Figure 1. Power grid.
Bar = 20 um. Pins as bars on the die edge.
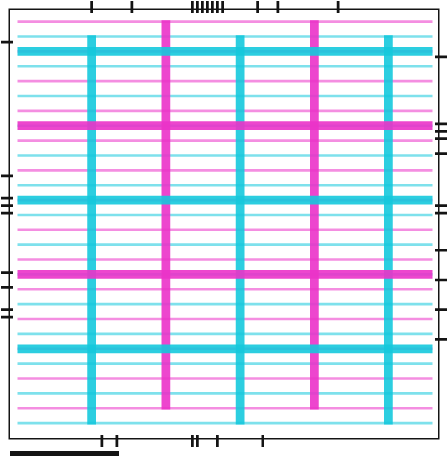
Figure 2. Placement by cell class.
Bar = 20 um.
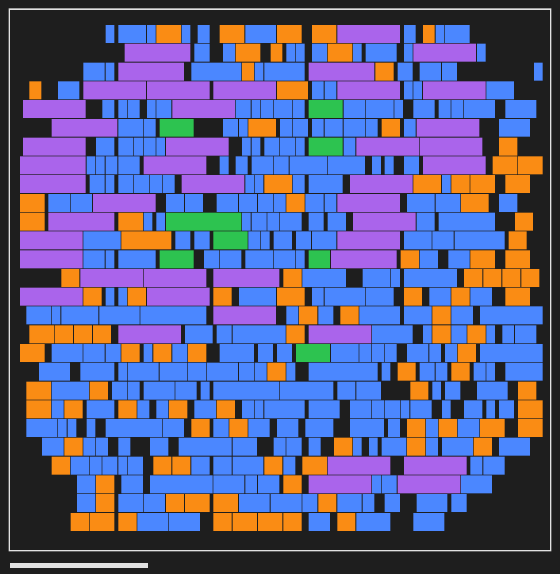
Figure 3. Routed clock nets over the placement.
Bar = 20 um.
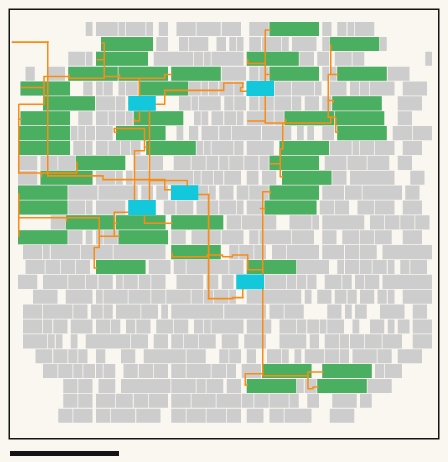
===== src/rtl/enemy_move_controller_if.sv =====
// Control/status bundle between the game logic and one enemy motion sequencer.
interface enemy_move_controller_if;
    logic        startOfFrame;
    logic        enable;
    logic        collision;
    logic [3:0]  hitEdgeCode;
    logic        enemyHit;
    logic [10:0] topLeftX;
    logic [10:0] topLeftY;
    logic [3:0]  direction;
    logic        visible;
    logic        alive;

    modport master (
        output startOfFrame, enable, collision, hitEdgeCode, enemyHit,
        input  topLeftX, topLeftY, direction, visible, alive
    );

    modport slave (
        input  startOfFrame, enable, collision, hitEdgeCode, enemyHit,
        output topLeftX, topLeftY, direction, visible, alive
    );
endinterface


===== src/rtl/enemy_move_controller.sv =====
// Per-enemy motion sequencer: steps once per frame, bounces off walls, runs the death blink.
// All outputs registered; position/direction update one clk after the qualifying startOfFrame.
module enemy_move_controller #(
    parameter logic [10:0] INIT_X       = 11'd64,
    parameter logic [10:0] INIT_Y       = 11'd64,
    parameter int          SPEED        = 2,
    parameter logic [10:0] MIN_X        = 11'd32,
    parameter logic [10:0] MAX_X        = 11'd576,
    parameter logic [10:0] MIN_Y        = 11'd32,
    parameter logic [10:0] MAX_Y        = 11'd416,
    parameter logic [7:0]  LFSR_SEED    = 8'hA5,
    parameter int          BLINK_FRAMES = 4,
    parameter int          DYING_FRAMES = 48
) (
    input  logic                   clk,
    input  logic                   resetN,
    enemy_move_controller_if.slave ctl
);
    localparam logic [2:0] S_IDLE  = 3'd0;
    localparam logic [2:0] S_MOVE  = 3'd1;
    localparam logic [2:0] S_TURN  = 3'd2;
    localparam logic [2:0] S_DYING = 3'd3;
    localparam logic [2:0] S_DEAD  = 3'd4;

    localparam logic [3:0] DIR_LEFT   = 4'b1000;
    localparam logic [3:0] DIR_TOP    = 4'b0100;
    localparam logic [3:0] DIR_RIGHT  = 4'b0010;
    localparam logic [3:0] DIR_BOTTOM = 4'b0001;

    localparam int          CW         = $clog2(DYING_FRAMES + 1);
    localparam logic [CW-1:0] LAST_FRAME = CW'(DYING_FRAMES - 1);
    localparam logic [11:0] STEP       = 12'(SPEED);

    logic [2:0]    r_state;
    logic [10:0]   r_x, r_y;
    logic [3:0]    r_dir;
    logic          r_visible, r_alive, r_flag;
    logic [CW-1:0] r_frame_cnt;
    logic [7:0]    r_lfsr;

    logic          w_sof_go, w_face_hit, w_flag, w_in_range, w_blink_edge;
    logic [3:0]    w_step_dir, w_lfsr_dir, w_turn_dir;
    logic [11:0]   w_cand_x, w_cand_y;
    logic [31:0]   w_blink_mod;

    function automatic logic [3:0] f_opposite(input logic [3:0] d);
        return {d[1:0], d[3:2]};
    endfunction

    assign w_sof_go   = ctl.startOfFrame & ctl.enable;
    assign w_face_hit = ctl.collision & (|(ctl.hitEdgeCode & r_dir));
    // A facing hit in the same cycle as the frame strobe still counts as a collision.
    assign w_flag     = r_flag | w_face_hit;
    assign w_step_dir = w_flag ? f_opposite(r_dir) : r_dir;
    assign w_lfsr_dir = DIR_LEFT >> r_lfsr[1:0];
    assign w_turn_dir = (w_lfsr_dir == r_dir) ? f_opposite(r_dir) : w_lfsr_dir;
    assign w_blink_mod  = 32'(r_frame_cnt) % 32'(BLINK_FRAMES);
    assign w_blink_edge = (w_blink_mod == 32'(BLINK_FRAMES - 1));

    // 12-bit candidate so an underflow lands far above MAX and fails the range check.
    always_comb begin
        w_cand_x = {1'b0, r_x};
        w_cand_y = {1'b0, r_y};
        case (w_step_dir)
            DIR_LEFT:   w_cand_x = {1'b0, r_x} - STEP;
            DIR_RIGHT:  w_cand_x = {1'b0, r_x} + STEP;
            DIR_TOP:    w_cand_y = {1'b0, r_y} - STEP;
            DIR_BOTTOM: w_cand_y = {1'b0, r_y} + STEP;
            default: ;
        endcase
        w_in_range = (w_cand_x >= {1'b0, MIN_X}) && (w_cand_x <= {1'b0, MAX_X}) &&
                     (w_cand_y >= {1'b0, MIN_Y}) && (w_cand_y <= {1'b0, MAX_Y});
    end

    always_ff @(posedge clk or negedge resetN) begin
        if (!resetN) begin
            r_state     <= S_IDLE;
            r_x         <= INIT_X;
            r_y         <= INIT_Y;
            r_dir       <= DIR_LEFT;
            r_visible   <= 1'b1;
            r_alive     <= 1'b1;
            r_flag      <= 1'b0;
            r_frame_cnt <= '0;
            r_lfsr      <= LFSR_SEED;
        end else begin
            r_lfsr <= {r_lfsr[6:0], r_lfsr[7] ^ r_lfsr[5] ^ r_lfsr[4] ^ r_lfsr[3]};
            case (r_state)
                S_DYING: begin
                    if (ctl.startOfFrame) begin
                        r_frame_cnt <= r_frame_cnt + 1'b1;
                        if (w_blink_edge)
                            r_visible <= ~r_visible;
                        if (r_frame_cnt == LAST_FRAME) begin
                            r_state   <= S_DEAD;
                            r_visible <= 1'b0;
                            r_alive   <= 1'b0;
                        end
                    end
                end
                S_DEAD: begin
                    r_visible <= 1'b0;
                    r_alive   <= 1'b0;
                end
                default: begin
                    if (ctl.enemyHit) begin
                        r_state     <= S_DYING;
                        r_frame_cnt <= '0;
                        r_flag      <= 1'b0;
                    end else begin
                        case (r_state)
                            S_MOVE: begin
                                if (w_sof_go) begin
                                    if (w_in_range) begin
                                        r_x <= w_cand_x[10:0];
                                        r_y <= w_cand_y[10:0];
                                    end
                                    r_flag <= 1'b0;
                                    if (w_flag || !w_in_range)
                                        r_state <= S_TURN;
                                end else if (w_face_hit) begin
                                    r_flag <= 1'b1;
                                end
                            end
                            S_TURN: begin
                                r_dir   <= w_turn_dir;
                                r_state <= S_MOVE;
                            end
                            default: begin
                                r_flag  <= 1'b0;
                                r_state <= ctl.enable ? S_MOVE : S_IDLE;
                            end
                        endcase
                    end
                end
            endcase
        end
    end

    assign ctl.topLeftX  = r_x;
    assign ctl.topLeftY  = r_y;
    assign ctl.direction = r_dir;
    assign ctl.visible   = r_visible;
    assign ctl.alive     = r_alive;
endmodule


===== src/flat_wrapper.sv =====
// flat-port wrapper written by rule: the top's interface ports become plain ports
module enemy_move_controller_flat 
#(
    parameter logic [10:0] INIT_X       = 11'd64,
    parameter logic [10:0] INIT_Y       = 11'd64,
    parameter int          SPEED        = 2,
    parameter logic [10:0] MIN_X        = 11'd32,
    parameter logic [10:0] MAX_X        = 11'd576,
    parameter logic [10:0] MIN_Y        = 11'd32,
    parameter logic [10:0] MAX_Y        = 11'd416,
    parameter logic [7:0]  LFSR_SEED    = 8'hA5,
    parameter int          BLINK_FRAMES = 4,
    parameter int          DYING_FRAMES = 48
)
  (clk, resetN, ctl_startOfFrame, ctl_enable, ctl_collision, ctl_hitEdgeCode, ctl_enemyHit, ctl_topLeftX, ctl_topLeftY, ctl_direction, ctl_visible, ctl_alive);
  enemy_move_controller_if ctl_i ();
  input  logic clk;
  input  logic resetN;
  input wire logic [$bits(ctl_i.startOfFrame)-1:0] ctl_startOfFrame;
  input wire logic [$bits(ctl_i.enable)-1:0] ctl_enable;
  input wire logic [$bits(ctl_i.collision)-1:0] ctl_collision;
  input wire logic [$bits(ctl_i.hitEdgeCode)-1:0] ctl_hitEdgeCode;
  input wire logic [$bits(ctl_i.enemyHit)-1:0] ctl_enemyHit;
  output wire logic [$bits(ctl_i.topLeftX)-1:0] ctl_topLeftX;
  output wire logic [$bits(ctl_i.topLeftY)-1:0] ctl_topLeftY;
  output wire logic [$bits(ctl_i.direction)-1:0] ctl_direction;
  output wire logic [$bits(ctl_i.visible)-1:0] ctl_visible;
  output wire logic [$bits(ctl_i.alive)-1:0] ctl_alive;
  assign ctl_i.startOfFrame = ctl_startOfFrame;
  assign ctl_i.enable = ctl_enable;
  assign ctl_i.collision = ctl_collision;
  assign ctl_i.hitEdgeCode = ctl_hitEdgeCode;
  assign ctl_i.enemyHit = ctl_enemyHit;
  assign ctl_topLeftX = ctl_i.topLeftX;
  assign ctl_topLeftY = ctl_i.topLeftY;
  assign ctl_direction = ctl_i.direction;
  assign ctl_visible = ctl_i.visible;
  assign ctl_alive = ctl_i.alive;
  enemy_move_controller #(.INIT_X(INIT_X), .INIT_Y(INIT_Y), .SPEED(SPEED), .MIN_X(MIN_X), .MAX_X(MAX_X), .MIN_Y(MIN_Y), .MAX_Y(MAX_Y), .LFSR_SEED(LFSR_SEED), .BLINK_FRAMES(BLINK_FRAMES), .DYING_FRAMES(DYING_FRAMES)) u_core (.clk(clk), .resetN(resetN), .ctl(ctl_i));
endmodule

===== config.mk =====
export PLATFORM = sky130hd
export DESIGN_NAME = enemy_move_controller_flat
export DESIGN_NICKNAME = d
export VERILOG_FILES = /design/src/rtl/enemy_move_controller_if.sv /design/src/rtl/enemy_move_controller.sv /design/src/flat_wrapper.sv
export SDC_FILE = /design/constraint.sdc
export NUM_CORES = 1
export LEC_CHECK = 0
export CORE_UTILIZATION = 57
export DETAILED_ROUTE_END_ITERATION = 8
export HOLD_SLACK_MARGIN = 0.03
export PLACE_DENSITY = 0.86
export SLEW_MARGIN = 5
export SYNTH_ARGS = -nofsm -noshare
export SYNTH_HDL_FRONTEND = slang
export SYNTH_SLANG_ARGS = --single-unit

===== constraint.sdc =====
create_clock -name clk -period 5.1 [get_ports clk]
set_clock_uncertainty 0.2 [all_clocks]
set_input_delay 1.53 -clock clk [delete_from_list [all_inputs] [get_ports clk]]
set_output_delay 1.53 -clock clk [all_outputs]
set_load 0.05 [all_outputs]

==> flow_metrics.tcl <==
# yosys + openroad results
set metrics [dict create \
    cp.required_ps 5120 \
    met1_usage_pct 41.8 \
    holdWs_ps 158 \
    clkLatencyLatePin_ps 300 \
    cts_buffers 5 \
    clk_pin_slew_ps 80 \
    violations "negative setup slack" \
    antenna_found_initial 0 \
    setup_viol 1 \
    cp-start-kind "input port" \
    fin_ws_ps -18.4 \
    grt_max_degree 45 \
    stdcell_area_mm2 0.00467 \
    period_used_pct 100 \
    hold_viol 0 \
    place.detailed.hpwl_mm 6.48 \
    status "finished, violations left" \
    die-height_um 78.3 \
    hold_buffers 0 \
    min_period_ps 5120 \
]
About Figure 1:
[VDD] magenta
[VSS] cyan
signal pins: 38
met5 straps: 5
rows: 27

About Figure 2:
[clock drivers and dummy loads] green | cells: 8
[flip-flops] purple | cells: 44
[other buffers and delay cells] orange | cells: 104
[all other logic] blue | cells: 304

About Figure 3:
[flip-flops] green | count: 44
[cells driving clock nets] cyan | count: 5
[clock wires] orange | length: 471 um
routed clock nets: 6

==> cells in the final DEF (no fill, tap or decap), drive strengths merged, types with 11 or more instances in the layout <==
master,synthesis,layout
a21oi,24,24
buf,9,74
clkdlybuf4s50,0,29
dfrtp,35,35
ha,20,20
inv,12,12
mux2,13,13
mux2i,11,11
nand2,22,22
nor2,31,31
o21ai,22,22
xnor2,13,13
==> flip-flops by register name, indices dropped and copies added, names as in the netlist <==
register and count:
u_core.r_flag 1, u_core.ctl.visible 1, u_core.ctl.topLeftX 10, u_core.ctl.direction 4, u_core.r_state 3, u_core.r_frame_cnt 6, u_core.r_lfsr 8, u_core.ctl.topLeftY 10
u_core.ctl.alive 1
==> where the power goes <==
group,switching [uW],internal (uW)
clock,121,160
sequential,143,419
combinational,1400,1240
==> worst paths after layout <==
kind                       slack (ps)                                start                                   to
max                               -20                   ctl_hitEdgeCode[2]   u_core.ctl.topLeftX[6]$_DFFE_PN1P_
min                               160           u_core.r_lfsr[6]$_DFF_PN0_           u_core.r_lfsr[7]$_DFF_PN1_
max reg2reg                       680  u_core.ctl.direction[1]$_DFFE_PN0P_   u_core.ctl.topLeftX[6]$_DFFE_PN1P_
min reg2reg                       160           u_core.r_lfsr[6]$_DFF_PN0_           u_core.r_lfsr[7]$_DFF_PN1_
max in group asynchronous        2920                               resetN  u_core.ctl.topLeftY[10]$_DFFE_PN0P_
min in group asynchronous        1180                               resetN    u_core.r_frame_cnt[3]$_DFFE_PN0P_
==> timing repair <==
| item | in CTS | in global routing |
|---|---|---|
| gates resized | 27 | 38 |
| cloned | 1 | 0 |
| setup buffers | 12 | 2 |
| pin swaps | 19 | 24 |
| endpoints found under the setup margin | 22 | 22 |
==> logic make-up (layout without fill, tap and decap cells) <==
| logic type | count (synthesis) | after routing | share of synthesized area, % |
|---|---|---|---|
| AND/OR/NAND/NOR | 120 | 121 | 19.8 |
| AND-OR/OR-AND | 102 | 102 | 21.0 |
| flip-flops | 44 | 44 | 33.5 |
| buffers and inverters | 25 | 124 | 3.51 |
| multiplexers | 24 | 24 | 7.73 |
| adder cells (fa/ha/maj) | 22 | 22 | 8.75 |
| XOR/XNOR | 21 | 21 | 5.55 |
| other | 1 | 2 | 0.113 |
==> critical path, stage by stage <==
cell and delay (ps):
buf_2 100, a22oi_1 180, nand2_1 120, a21oi_4 200, buf_6 130, mux2i_1 70, nand2b_4 210, fa_2 420
a211oi_4 300, o21bai_2 110, a211o_1 350, xnor2_2 200, mux2_4 330, nand2_2 70, o211a_4 230, nand4_4 170
mux2_1 410
==> layout make-up <==
class	count	share of cell area, %
flip-flops and latches	44	23.8
inverters	12	1.02
multi-input cells	292	51.8
well taps	72	1.93
clock buffers	6	1.77
clock inverters	2	0.831
repair buffers	104	18.8
==> routing by layer <==
metal | routed length (um) | vias to the layer above | part of all wire, %
met3 | 737 | 55 | 6.5
li1 | - | 1530 | -
met1 | 4180 | 1704 | 37
met5 | 0 | - | 0
met2 | 5810 | 206 | 52
met4 | 546 | 0 | 4.8
No activity file was given, so power comes from the tool's default toggle rates.
